==> src/rtl/fetch_queue_unit.sv <==
// Instruction fetch: PC generation, credit-limited in-order imem requests, response queue to decode, redirect flush.
// Optional performance counters are enabled by defining FETCH_PERF_CNT_EN.
`ifndef INSTR_LEN
`define INSTR_LEN 32
`endif

module fetch_queue_unit #(
  parameter int                ADDR_W   = 64,
  parameter int                DEPTH    = 4,
  parameter logic [ADDR_W-1:0] RESET_PC = '0
) (
  input  logic                   clk,
  input  logic                   rst_n,
  output logic                   imem_req_valid,
  input  logic                   imem_req_ready,
  output logic [ADDR_W-1:0]      imem_addr,
  input  logic                   imem_rsp_valid,
  input  logic [`INSTR_LEN-1:0]  imem_rsp_data,
  output logic                   if_valid,
  output logic [`INSTR_LEN-1:0]  if_instr,
  output logic [ADDR_W-1:0]      if_pc,
  input  logic                   id_ready,
  input  logic                   redirect_valid,
  input  logic [ADDR_W-1:0]      redirect_pc
`ifdef FETCH_PERF_CNT_EN
  ,
  output logic [31:0]            perf_fetched,
  output logic [31:0]            perf_dropped,
  output logic [31:0]            perf_stall
`endif
);

  localparam int PW = $clog2(DEPTH);
  localparam int CW = PW + 1;

  logic [ADDR_W-1:0]     pc_q, pc_d;
  logic [CW-1:0]         count_q, count_d, out_q, out_d, drop_q, drop_d;
  logic [PW-1:0]         wr_ptr_q, wr_ptr_d, rd_ptr_q, rd_ptr_d;
  logic [PW-1:0]         tag_wr_q, tag_wr_d, tag_rd_q, tag_rd_d;
  logic [`INSTR_LEN-1:0] q_instr_q [DEPTH];
  logic [ADDR_W-1:0]     q_pc_q    [DEPTH];
  logic [ADDR_W-1:0]     tag_q     [DEPTH];
  logic                  credit_s, req_fire_s, push_s, pop_s, unused_s;

  assign unused_s       = ^redirect_pc[1:0];
  assign credit_s       = ({1'b0, count_q} + {1'b0, out_q}) < (CW+1)'(DEPTH);
  assign imem_req_valid = rst_n & ~redirect_valid & credit_s;
  assign imem_addr      = pc_q;
  assign req_fire_s     = imem_req_valid & imem_req_ready;
  // A response is only kept when no stale responses remain to be dropped and no redirect flushes it.
  assign push_s         = imem_rsp_valid & (drop_q == '0) & ~redirect_valid;
  assign if_valid       = (count_q != '0);
  assign pop_s          = if_valid & id_ready & ~redirect_valid;
  assign if_instr       = if_valid ? q_instr_q[rd_ptr_q] : '0;
  assign if_pc          = if_valid ? q_pc_q[rd_ptr_q] : '0;

  // Next-state for PC, queue pointers and the outstanding/drop counters.
  always_comb begin
    out_d    = out_q + CW'(req_fire_s) - CW'(imem_rsp_valid);
    tag_wr_d = tag_wr_q + PW'(req_fire_s);
    tag_rd_d = tag_rd_q + PW'(imem_rsp_valid);
    pc_d     = pc_q;
    count_d  = count_q;
    wr_ptr_d = wr_ptr_q;
    rd_ptr_d = rd_ptr_q;
    drop_d   = drop_q;
    if (redirect_valid) begin
      pc_d     = {redirect_pc[ADDR_W-1:2], 2'b00};
      count_d  = '0;
      wr_ptr_d = '0;
      rd_ptr_d = '0;
      drop_d   = out_d;
    end else begin
      pc_d     = req_fire_s ? pc_q + ADDR_W'(4) : pc_q;
      count_d  = count_q + CW'(push_s) - CW'(pop_s);
      wr_ptr_d = wr_ptr_q + PW'(push_s);
      rd_ptr_d = rd_ptr_q + PW'(pop_s);
      drop_d   = (imem_rsp_valid && (drop_q != '0)) ? drop_q - CW'(1) : drop_q;
    end
  end

  // Control state registers.
  always_ff @(posedge clk or negedge rst_n) begin
    if (!rst_n) begin
      pc_q     <= RESET_PC;
      count_q  <= '0;
      out_q    <= '0;
      drop_q   <= '0;
      wr_ptr_q <= '0;
      rd_ptr_q <= '0;
      tag_wr_q <= '0;
      tag_rd_q <= '0;
    end else begin
      pc_q     <= pc_d;
      count_q  <= count_d;
      out_q    <= out_d;
      drop_q   <= drop_d;
      wr_ptr_q <= wr_ptr_d;
      rd_ptr_q <= rd_ptr_d;
      tag_wr_q <= tag_wr_d;
      tag_rd_q <= tag_rd_d;
    end
  end

  // Storage: request PC tags in issue order, and the instruction queue; outputs are gated by if_valid.
  always_ff @(posedge clk) begin
    if (req_fire_s) begin
      tag_q[tag_wr_q] <= pc_q;
    end
    if (push_s) begin
      q_instr_q[wr_ptr_q] <= imem_rsp_data;
      q_pc_q[wr_ptr_q]    <= tag_q[tag_rd_q];
    end
  end

`ifdef FETCH_PERF_CNT_EN
  function automatic logic [31:0] sat_add(input logic [31:0] a, input logic [31:0] b);
    logic [32:0] s;
    s = {1'b0, a} + {1'b0, b};
    return s[32] ? 32'hFFFF_FFFF : s[31:0];
  endfunction

  // Saturating performance counters.
  always_ff @(posedge clk or negedge rst_n) begin
    if (!rst_n) begin
      perf_fetched <= 32'd0;
      perf_dropped <= 32'd0;
      perf_stall   <= 32'd0;
    end else begin
      perf_fetched <= sat_add(perf_fetched, 32'(pop_s));
      perf_dropped <= sat_add(perf_dropped, 32'(imem_rsp_valid & ~push_s) +
                              (redirect_valid ? 32'(count_q) : 32'd0));
      perf_stall   <= sat_add(perf_stall, 32'(if_valid & ~id_ready));
    end
  end
`endif

  fetch_queue_unit_chk #(.CW(CW), .DEPTH(DEPTH)) u_chk (
    .clk   (clk),
    .rst_n (rst_n),
    .push  (push_s),
    .count (count_q)
  );

endmodule

module fetch_queue_unit_chk #(
  parameter int CW    = 3,
  parameter int DEPTH = 4
) (
  input logic          clk,
  input logic          rst_n,
  input logic          push,
  input logic [CW-1:0] count
);
  a_no_overflow: assert property (@(posedge clk) disable iff (!rst_n) !(push && (count == CW'(DEPTH))));
endmodule

==> config.mk <==
export PLATFORM = sky130hd
export DESIGN_NAME = fetch_queue_unit
export DESIGN_NICKNAME = d
export VERILOG_FILES = /design/src/rtl/fetch_queue_unit.sv
export SDC_FILE = /design/constraint.sdc
export NUM_CORES = 1
export LEC_CHECK = 0
export ABC_AREA = 1
export ABC_CLOCK_PERIOD_IN_PS = 10850
export CAP_MARGIN = 20
export CORE_MARGIN = 2
export CORE_UTILIZATION = 29
export DETAILED_ROUTE_END_ITERATION = 16
export PLACE_DENSITY = 0.54
export SKIP_LAST_GASP = 1
export SYNTH_ARGS = -nofsm -noshare
export SYNTH_HDL_FRONTEND = slang
export SYNTH_SLANG_ARGS = --single-unit
==> constraint.sdc <==
create_clock -name clk -period 10.85 [get_ports clk]
set_clock_uncertainty 0.05 [all_clocks]
set_input_delay 3.255 -clock clk [delete_from_list [all_inputs] [get_ports clk]]
set_output_delay 3.255 -clock clk [all_outputs]
set_load 0.005 [all_outputs]
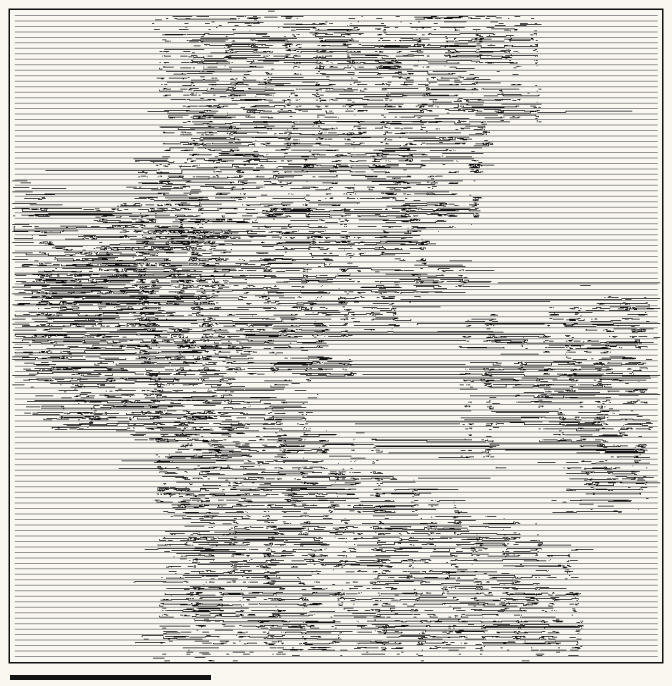
run_1/m1.png
Bar = 100 um. Supply wires on this layer in gray.
nets with wire on the layer: 2776
longest straight run: 120 um
wire length on this layer: 37.1 mm
share of all routed wire: 45%
main direction: horizontal

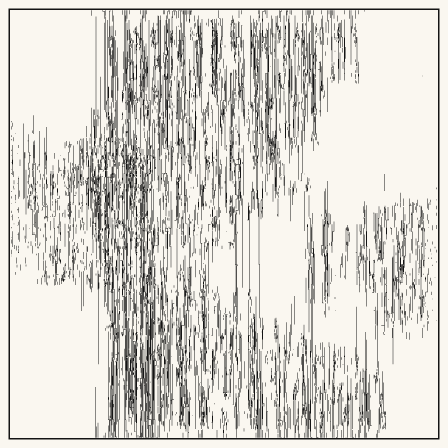
run_1/m2.png
main direction: vertical
nets with wire on the layer: 2120
longest straight run: 129 um
share of all routed wire: 48%

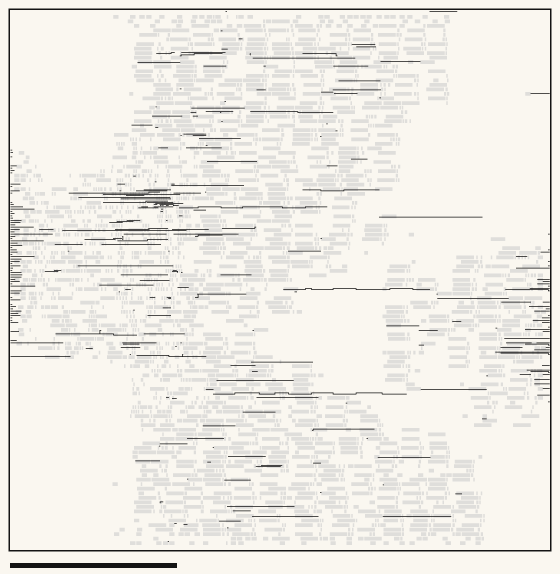
run_1/m3.png
Bar = 100 um.
main direction: horizontal
longest straight run: 74.1 um

==> run 1: cell usage in the layout, fill, tap and decap left out, types with 9 or more instances in the layout <==
cell type,Yosys,routed
a21oi_1,96,96
buf_4,4,39
clkbuf_1,96,17
clkbuf_16,0,81
clkdlybuf4s50_1,0,255
clkinv_1,25,41
clkinv_2,0,9
dfrtp_1,79,76
edfxtp_1,624,624
ha_1,13,13
inv_1,97,94
nand2_1,367,366
nand3_1,98,98
nand3_2,20,20
nand4_1,9,9
nor2_1,622,621
nor3_2,1,9
o21ai_0,315,315
o21bai_1,13,13
o22ai_1,63,63
xnor2_1,21,21
xor2_1,17,17
==> run 1: cell type report <==
cell class / count / area share (%)
sequential: 703 / 57.5
clock inverter: 39 / 0.781
timing repair buffer: 297 / 7.97
clock buffer: 100 / 5.87
inverter: 124 / 1.30
multi-input combinational: 1695 / 21.8
tap: 1368 / 4.75
antenna: 1 / 0.00694
==> run 1: power breakdown <==
group          switching [mW]  internal (mW)  total [mW]
combinational            1.36          0.802        2.16
sequential              0.239           3.35        3.59
clock                    1.06           1.41        2.47
total                    2.66           5.56        8.22
==> run 1: metal layers <==
metal	share of wire (%)	GRT usage, %	vias to the layer above
li1	-	-	9697
met1	45	20.9	9620
met2	48	25.6	441
met3	4.5	2.29	120
met4	2.3	4.56	2
met5	0.016	0	-
==> run 1: critical path, cell delays in order <==
cell	delay (ns)
buf_4	0.34
nand3_1	0.16
nor3_2	0.23
clkdlybuf4s50_1	0.56
==> run 1: state kept, by name, summed over array words and instances, names as in the netlist <==
name       count
tag_rd_q       2
wr_ptr_q       2
rd_ptr_q       2
count_q        3
tag_q        248
out_q          3
imem_addr     62
tag_wr_q       2
q_pc_q       248
drop_q         3
q_instr_q    128
==> results.txt, run 1 <==
flow finished, numbers: status=complete, no violations, Worst Tran Pin Value=1.05 ns, vias in the first global route=18700, Longest Clk Path Bufs=3, first-pass GRT wire length=120000 um, I/O pin count=264, drt pass-1 iters=6, placed cells=4186, Reg area=20700 um2, Synth Seq Share=69.9%, P&R area growth vs syn=21.7%, chip footprint=105000 um2, Final Max Slew Viols=0, Worst Path Arrival=4.58 ns, power per cell area=228 nW/um2, Residual DRC=0, Crit Path Max Fanout=31, post-route core utilization=35.5%, Post-synth EDFFs=624, placed cell area=33600 um2, unrepaired setup endpoints after global routing=no, CTS sink count=703, initial antenna violation count=2, initial DRC count=1399, Hold Path Origin=out_q[0], post-layout min period=7.88 ns
run_1/clock_nets.png
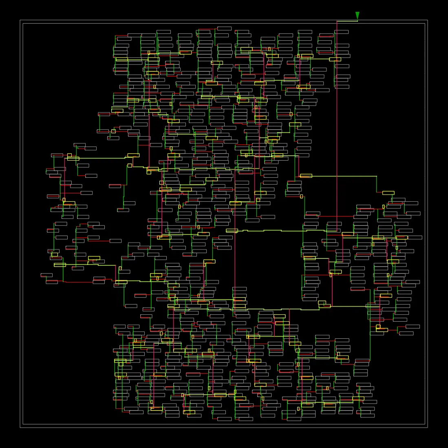

==> run 2, diff against run 1 <==
- ABC_CLOCK_PERIOD_IN_PS: 10850 -> 7800
- clock period: 10.85 -> 7.8 ns (I/O delays scaled with it)
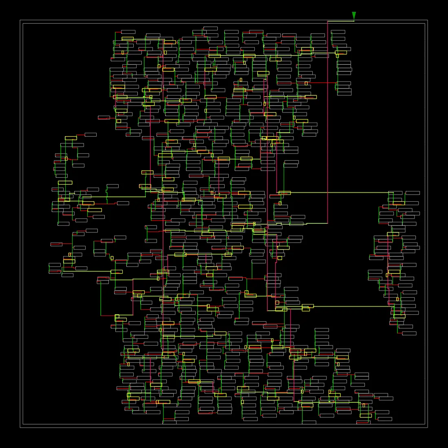
run_2/clock_nets.png
CTS sink count: 703
flop count: 703
clk ins delay skew pair: 0.64 ns
total CTS buffers: 78

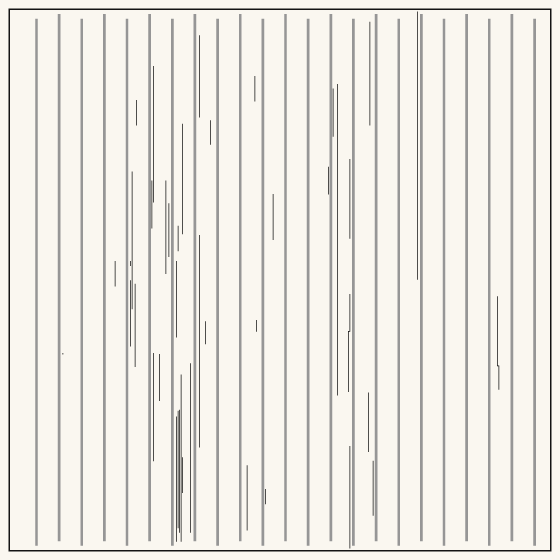
run_2/m4.png
Supply wires on this layer in gray.
main direction: vertical
nets with wire on the layer: 31
wire length on this layer: 2110 um
longest straight run: 186 um

==> results.txt, run 2 <==
flow finished, numbers: Non-clk invs=124 (unchanged), placed cells=4181 (-0.12%), P&R area growth vs syn=22.3%, Crit Path Max Fanout=26 (-16%), highest metal used=met5, Longest Clk Path Bufs=3 (unchanged), Worst Path Arrival=3.63 ns (-0.95 ns), tap cell count=1368 (unchanged), Post-synth EDFFs=624 (unchanged), NonClk Buf Share=8.09% (+0.12 points), initial DRC count=1464 (+4.6%), n_diodes=1 (unchanged), post-layout min period=6.02 ns, met3 GRT Util=2.29% (-0.0062 points), sequential cell area share=57.2% (-0.29 points), drt pass-1 iters=6 (unchanged), largest class=flip-flops and latches, GR peak layer=met2, # clk buffers=98 (-2.0%), met3 wire length=3960 um (+8.0%), combinational share of cell area=21.8% (-0.040 points), unrepaired setup endpoints after global routing=no, Non-CTS buffers=292 (-1.7%), Synth Seq Share=69.9% (unchanged), vias in the first global route=18800 (+0.83%), Worst Tran Pin Value=1.04 ns (-0.00901 ns), power per cell area=320 nW/um2 (+41%), status=complete, no violations, Routed met2 length=39600 um (-0.14%), GRT met2 Usage=25.7% (+0.052 points), most common logic cell in the routed design=edfxtp_1, Final Max Slew Viols=0 (unchanged)
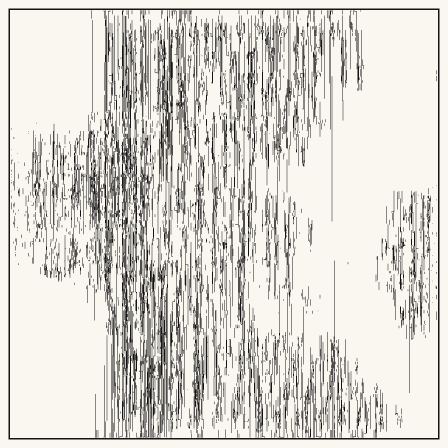
run_2/m2.png
share of all routed wire: 48%
wire length on this layer: 39.6 mm
main direction: vertical

==> run 2: logic make-up (layout without fill, tap and decap cells) <==
group           Yosys count  after routing  synth area share (%)
other cells               1              5                0.0127
xor+xnor                 38             38                  1.12
simple gates           1136           1136                  15.5
compound gates          502            502                  9.04
buf+inv                 268            554                  3.75
fa+ha+maj                15             15                 0.684
flops                   703            703                  69.9
==> run 2: power breakdown <==
group	leakage [nW]	switching [mW]	internal (mW)
registers	6.59	0.331	4.65
logic	4.80	1.91	1.13
clock network	1.22	1.47	2.12
total	12.6	3.71	7.90
==> run 2: path summary, 6_finish.rpt <==
| kind | endpoint | slack [ns] | cells past startpoint | startpoint |
|---|---|---|---|---|
| min reg2reg | wr_ptr_q[1] | 0.51 | 1 | wr_ptr_q[1] |
| max reg2reg | q_pc_q[0][43] | 4.45 | 4 | tag_rd_q[0] |
| max | imem_req_valid | 1.78 | 4 | rst_n |
| max in group asynchronous | rd_ptr_q[0] | 4.95 | 2 | rst_n |
| min | wr_ptr_q[1] | 0.51 | 1 | wr_ptr_q[1] |
| min in group asynchronous | imem_addr[41] | 1.57 | 1 | rst_n |
==> run 2: critical path: stages <==
cell and delay, ns:
buf_4 0.32, nand3_1 0.15, nor3_2 0.24, clkdlybuf4s50_1 0.56
==> run 2: stage by stage <==
stage / cell area, um2 / power [mW] / util, % / worst slack (ns)
after global routing: 36200 / 12.2 / 35.7 / 1.66
after detailed placement: 33700 / 8.15 / 33.2 / 1.75
final: 36200 / 11.6 / 35.7 / 1.78
after floorplan: 29700 / 6.46 / - / -2.24
after global placement: 33700 / 8.12 / 33.2 / 1.74
after CTS: 36200 / 11.8 / 35.7 / 1.74
No activity file was given, so power comes from the tool's default toggle rates.
